## config.mk

```make
export PLATFORM = sky130hd
export DESIGN_NAME = trigger_delay_meter
export DESIGN_NICKNAME = d
export VERILOG_FILES = /design/src/rtl/trigger_delay_meter_pkg.sv /design/src/rtl/trigger_delay_meter_rise_detect.sv /design/src/rtl/trigger_delay_meter.sv
export SDC_FILE = /design/constraint.sdc
export NUM_CORES = 1
export LEC_CHECK = 0
export ABC_AREA = 1
export ABC_CLOCK_PERIOD_IN_PS = 3000
export CAP_MARGIN = 40
export CORE_MARGIN = 2
export CORE_UTILIZATION = 35
export DETAILED_ROUTE_END_ITERATION = 16
export GPL_ROUTABILITY_DRIVEN = 0
export PLACE_DENSITY = 0.63
export REMOVE_ABC_BUFFERS = 1
export SLEW_MARGIN = 25
export SYNTH_ARGS = -nofsm -noshare
export SYNTH_HDL_FRONTEND = slang
export SYNTH_SLANG_ARGS = --single-unit
```

## constraint.sdc

```tcl
create_clock -name clk -period 3 [get_ports clk]
set_input_delay 0.6 -clock clk [delete_from_list [all_inputs] [get_ports clk]]
set_output_delay 0.6 -clock clk [all_outputs]
set_load 0.05 [all_outputs]
```

## src/rtl/trigger_delay_meter_pkg.sv

```systemverilog
// Shared types for the trigger-to-echo delay meter.
package trigger_meter_pkg;
  localparam int STATE_W = 2;

  typedef enum logic [STATE_W-1:0] {
    IDLE     = 2'd0,
    COUNTING = 2'd1,
    HOLD     = 2'd2
  } state_t;
endpackage

```

## src/rtl/trigger_delay_meter_rise_detect.sv

```systemverilog
// Rising-edge detector; prev resets to PREV_RST so a level held through reset is not an edge.
module rise_detect
  import trigger_meter_pkg::*;
#(
  parameter logic PREV_RST = 1'b1
) (
  input  logic clk,
  input  logic reset,
  input  logic i_in,
  output logic o_edge
);
  logic r_prev;

  always_ff @(posedge clk) begin
    if (reset) r_prev <= PREV_RST;
    else       r_prev <= i_in;
  end

  assign o_edge = i_in & ~r_prev;
endmodule

```

## src/rtl/trigger_delay_meter.sv

```systemverilog
// Counts clk cycles from a trigger rising edge to the next echo rising edge,
// with a timeout bound and a valid/ready result hold.
module trigger_delay_meter
  import trigger_meter_pkg::*;
#(
  parameter int COUNT_WIDTH = 16,
  parameter int TIMEOUT     = 50000
) (
  input  logic                   clk,
  input  logic                   reset,
  input  logic                   trigger_in,
  input  logic                   echo_in,
  input  logic                   result_ready,
  output logic [COUNT_WIDTH-1:0] delay_out,
  output logic                   delay_valid,
  output logic                   timeout,
  output logic                   busy,
  output logic                   overrun
);
  localparam logic [COUNT_WIDTH-1:0] TMO_VAL = COUNT_WIDTH'(TIMEOUT);
  localparam logic [COUNT_WIDTH-1:0] CNT_ONE = COUNT_WIDTH'(1);

  logic w_trig_edge, w_echo_edge;

  rise_detect #(.PREV_RST(1'b1)) u_trig_rd (
    .clk(clk), .reset(reset), .i_in(trigger_in), .o_edge(w_trig_edge)
  );
  rise_detect #(.PREV_RST(1'b1)) u_echo_rd (
    .clk(clk), .reset(reset), .i_in(echo_in), .o_edge(w_echo_edge)
  );

  state_t                 r_state, w_state_nxt;
  logic [COUNT_WIDTH-1:0] r_cnt, w_cnt_nxt;
  logic [COUNT_WIDTH-1:0] r_delay, w_delay_nxt;
  logic                   r_valid, w_valid_nxt;
  logic                   r_tmo, w_tmo_nxt;
  logic                   r_busy, w_busy_nxt;
  logic                   r_ovr, w_ovr_nxt;

  always_ff @(posedge clk) begin
    if (reset) begin
      r_state <= IDLE;
      r_cnt   <= '0;
      r_delay <= '0;
      r_valid <= 1'b0;
      r_tmo   <= 1'b0;
      r_busy  <= 1'b0;
      r_ovr   <= 1'b0;
    end else begin
      r_state <= w_state_nxt;
      r_cnt   <= w_cnt_nxt;
      r_delay <= w_delay_nxt;
      r_valid <= w_valid_nxt;
      r_tmo   <= w_tmo_nxt;
      r_busy  <= w_busy_nxt;
      r_ovr   <= w_ovr_nxt;
    end
  end

  always_comb begin
    w_state_nxt = r_state;
    w_cnt_nxt   = r_cnt;
    w_delay_nxt = r_delay;
    w_valid_nxt = r_valid;
    w_tmo_nxt   = r_tmo;
    w_busy_nxt  = r_busy;
    // A trigger edge outside IDLE is dropped, including the HOLD handoff cycle.
    w_ovr_nxt   = w_trig_edge && (r_state != IDLE);
    case (r_state)
      IDLE: begin
        if (w_trig_edge) begin
          w_cnt_nxt   = CNT_ONE;
          w_busy_nxt  = 1'b1;
          w_state_nxt = COUNTING;
        end
      end
      COUNTING: begin
        // Echo is checked first so an echo on the last count is a real measurement.
        if (w_echo_edge) begin
          w_delay_nxt = r_cnt;
          w_tmo_nxt   = 1'b0;
          w_valid_nxt = 1'b1;
          w_busy_nxt  = 1'b0;
          w_state_nxt = HOLD;
        end else if (r_cnt == TMO_VAL) begin
          w_delay_nxt = TMO_VAL;
          w_tmo_nxt   = 1'b1;
          w_valid_nxt = 1'b1;
          w_busy_nxt  = 1'b0;
          w_state_nxt = HOLD;
        end else begin
          w_cnt_nxt = r_cnt + CNT_ONE;
        end
      end
      HOLD: begin
        if (r_valid && result_ready) begin
          w_valid_nxt = 1'b0;
          w_tmo_nxt   = 1'b0;
          w_state_nxt = IDLE;
        end
      end
      default: w_state_nxt = IDLE;
    endcase
  end

  assign delay_out   = r_delay;
  assign delay_valid = r_valid;
  assign timeout     = r_tmo;
  assign busy        = r_busy;
  assign overrun     = r_ovr;
endmodule

```

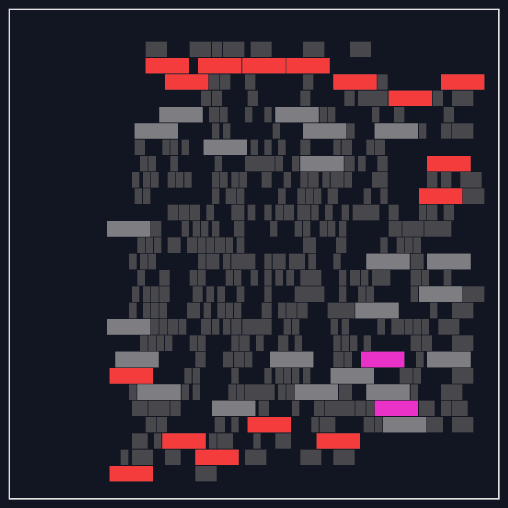
(images/ff_map.png)
Drawn at 6 px/µm. Other sequential cells in the stronger grey, the rest of the logic in the fainter grey.
magenta -> r_state  # sequential cells 2
red -> delay_out  # sequential cells 16, where all over the die
total sequential power: 562 µW
Reg area: 800.8 µm²
Layout Utilization: 41.87%
flop share of the area: 32.69%

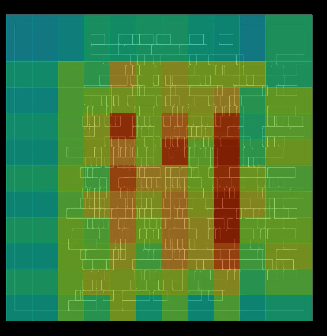
(images/congestion_map.png)
All-Layer GR Usage: 15.57%
met2 GRT Util: 27.95%
Routed WL per cell: 11.26 µm

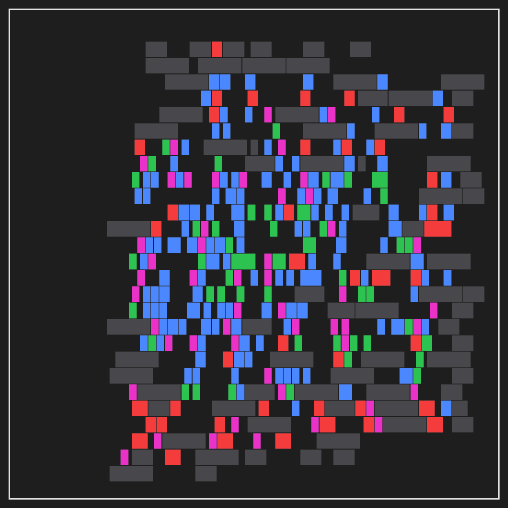
(images/gates.png)
Drawn at 6 px/µm.
red -> aoi and oai cells  # cells 42
green -> nor cells  # cells 47
blue -> nand cells  # cells 130
magenta -> inv cells  # cells 50
Comb area share: 42.03%
Commonest Layout Cell: nand2_1

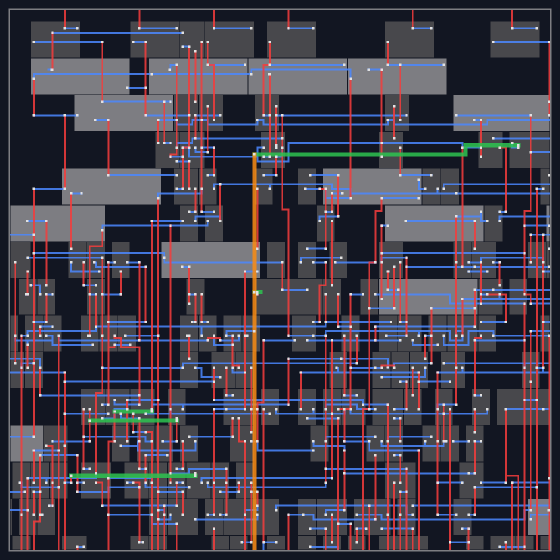
(images/closeup.png)
Window x 21 to 61, y 37 to 77 µm. Cells in grey, sequential cells in the stronger grey; small squares are vias.
green -> M3
red -> M2
blue -> M1
orange -> M4
most frequent = nand2_1 (44), nand3_1 (16), inv_1 (15)
sequential cells in the window = 12
netlist names of flops here include = delay_out (6), r_cnt (6)
cells with their middle in the window = 136

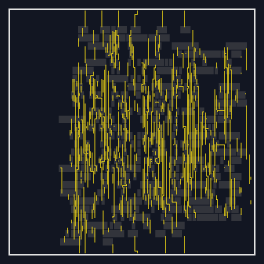
(images/m2.png)
Drawn at 3 px/µm. Cells faint in the background.
wire length on this layer = 2,330 µm
longest straight run = 38.2 µm

==> Slide: Implementation Results <==
Flow Results at a Glance

Run
  – Max Cap Violations: 0
  – Tool warning count: 26

Critical path
  – CP arrival: 1460 ps
  – Worst Setup Path Type: register to output port
  – R2R cell count: 9
  – Worst path slowest cell: clkdlybuf4s50_1
  – Max stage delay on crit path: 810 ps
  – Worst Setup End Kind: output port
  – Crit path launch type: register
  – Register-to-register setup slack: 1030 ps
  – Required time worst endpoint: 2400 ps
  – Reg-to-reg startpoint: r_cnt[0]

Floorplanning
  – Pre-Place Util: 35.80%
  – I/O pins: 25
  – Row count: 28
  – Die Y: between 80 and 90 µm
  – Die Size: 6619 µm²

Yosys
  – Yosys cell count: approximately 320
  – Synth Register Bits: 40
  – Mapped Area: 2095 µm²
  – Yosys stat area: approximately 2100 µm²
  – Post-synth top area cell: dfxtp_1
  – Post-synth top cells: 83 x nand2_1, 45 x inv_1, 41 x nor2_1
  – Synth cell types: 27
  – Top-count cell post-synth: nand2_1
  – Post-synth top area share: 38.23%
  – Syn Area/Cell: 6.505 µm²
  – Post-synth ARST share: 0%

Global route
  – First-pass GRT wire length: about 8000 µm
  – Total grt overflow: 0
  – Antenna violations before repair: 0

Placement
  – Placement-stage cell area: 2360 µm²
  – HPWL after DPL: approximately 3500 µm

Hold path
  – Min-delay src: delay_out[15]
  – Hold path endpoint: delay_out[15]

Route
  – Via Count: 1,985
  – Vias per inst: 4.737
  – Antenna-violating nets left: 0
  – Number of DRC markers in iteration 0: 61

Clock tree
  – # hold bufs at CTS: 0
  – Resized Gates After CTS: 0
  – Htree depth: 2
  – Clk latency late pin: around 290 ps
  – Reg clk slew, reported paths: 70 ps

Power
  – Clock group: between 300 and 400 µW
  – Sw Share: 25.57%
  – Clk network pwr share: 35.7%
  – Sequential power share: 54.5%
  – NetSw: 263.6 µW
  – Leak: 0.001087 µW
  – Comb power: 101 µW
  – Comb power frac: 9.8%

Outcome
  – Status: finished clean

Final timing
  – Clock Skew: around 2.5 ps
  – Min cycle time layout: between 2000 and 2500 ps
  – Final WS setup: between 900 and 1000 ps
  – RSZ-0062 raised after global routing: no
  – Slew HR: 58.05%
  – Worst-margin pin slew: approximately 630 ps
  – Max-slew violations: 0
  – Final TNS setup: 0 ps
  – Hold Vio Cnt, Final: 0
logic make-up after synthesis:
kind of cell	after synthesis	share of synthesized area, %
AND/OR/NAND/NOR	177	36.32
buffers and inverters	61	12.60
AND-OR/OR-AND	42	11.65
adder cells (fa/ha/maj)	2	1.195
flip-flops	40	38.23
how the worst max path moves through the flow:
| stage | end | startpoint | slack, ps | depth (start not counted) |
|---|---|---|---|---|
| after global routing | r_cnt[10] | r_cnt[0] | 830 | 9 |
| after CTS | delay_valid | delay_valid | 930 | 1 |
| after floorplan | r_cnt[10] | r_cnt[0] | 1450 | 9 |
| after detailed placement | delay_out[12] | echo_in | 740 | 7 |
| after global placement | delay_out[11] | echo_in | 760 | 7 |
| final | delay_valid | delay_valid | 940 | 1 |
placed cells by master (no fill, tap or decap), types with 2 or more instances in the layout:
cell and count:
clkdlybuf4s50_1 24, a21oi_1 15, a21boi_0 2, ha_1 2, nor2_1 41, o21ai_1 2, clkbuf_8 6, o21ai_0 14
nor2_2 3, clkbuf_1 2, o21bai_1 6, inv_2 4, nand4_1 2, dfxtp_1 40, nand2_1 83, nand3_1 36
inv_1 45, nand2_2 8
state kept, by name, indices dropped and copies added (netlist names):
signal	flops
overrun	1
u_trig_rd.r_prev	1
r_state	2
r_cnt	16
u_echo_rd.r_prev	1
timeout	1
delay_out	16
busy	1
delay_valid	1
metal layers:
layer | GRT usage (%) | vias up | routed length [µm]
met4 | 5.254 | 0 | 53
met2 | 27.95 | 30 | 2329
met1 | 18.21 | 902 | 2163
met5 | 0 | - | 0
li1 | - | 1048 | -
met3 | 3.333 | 5 | 172
layout make-up:
class | count | area [µm²]
well taps | 75 | 93.84
inverters | 50 | 187.7
flip-flops and latches | 40 | 800.8
clock buffers | 8 | 90.09
repair buffers | 25 | 247.7
fillers | 644 | 3401
multi-input cells | 221 | 1030
Power figures rest on the tool's default switching activity, not on a simulated workload.
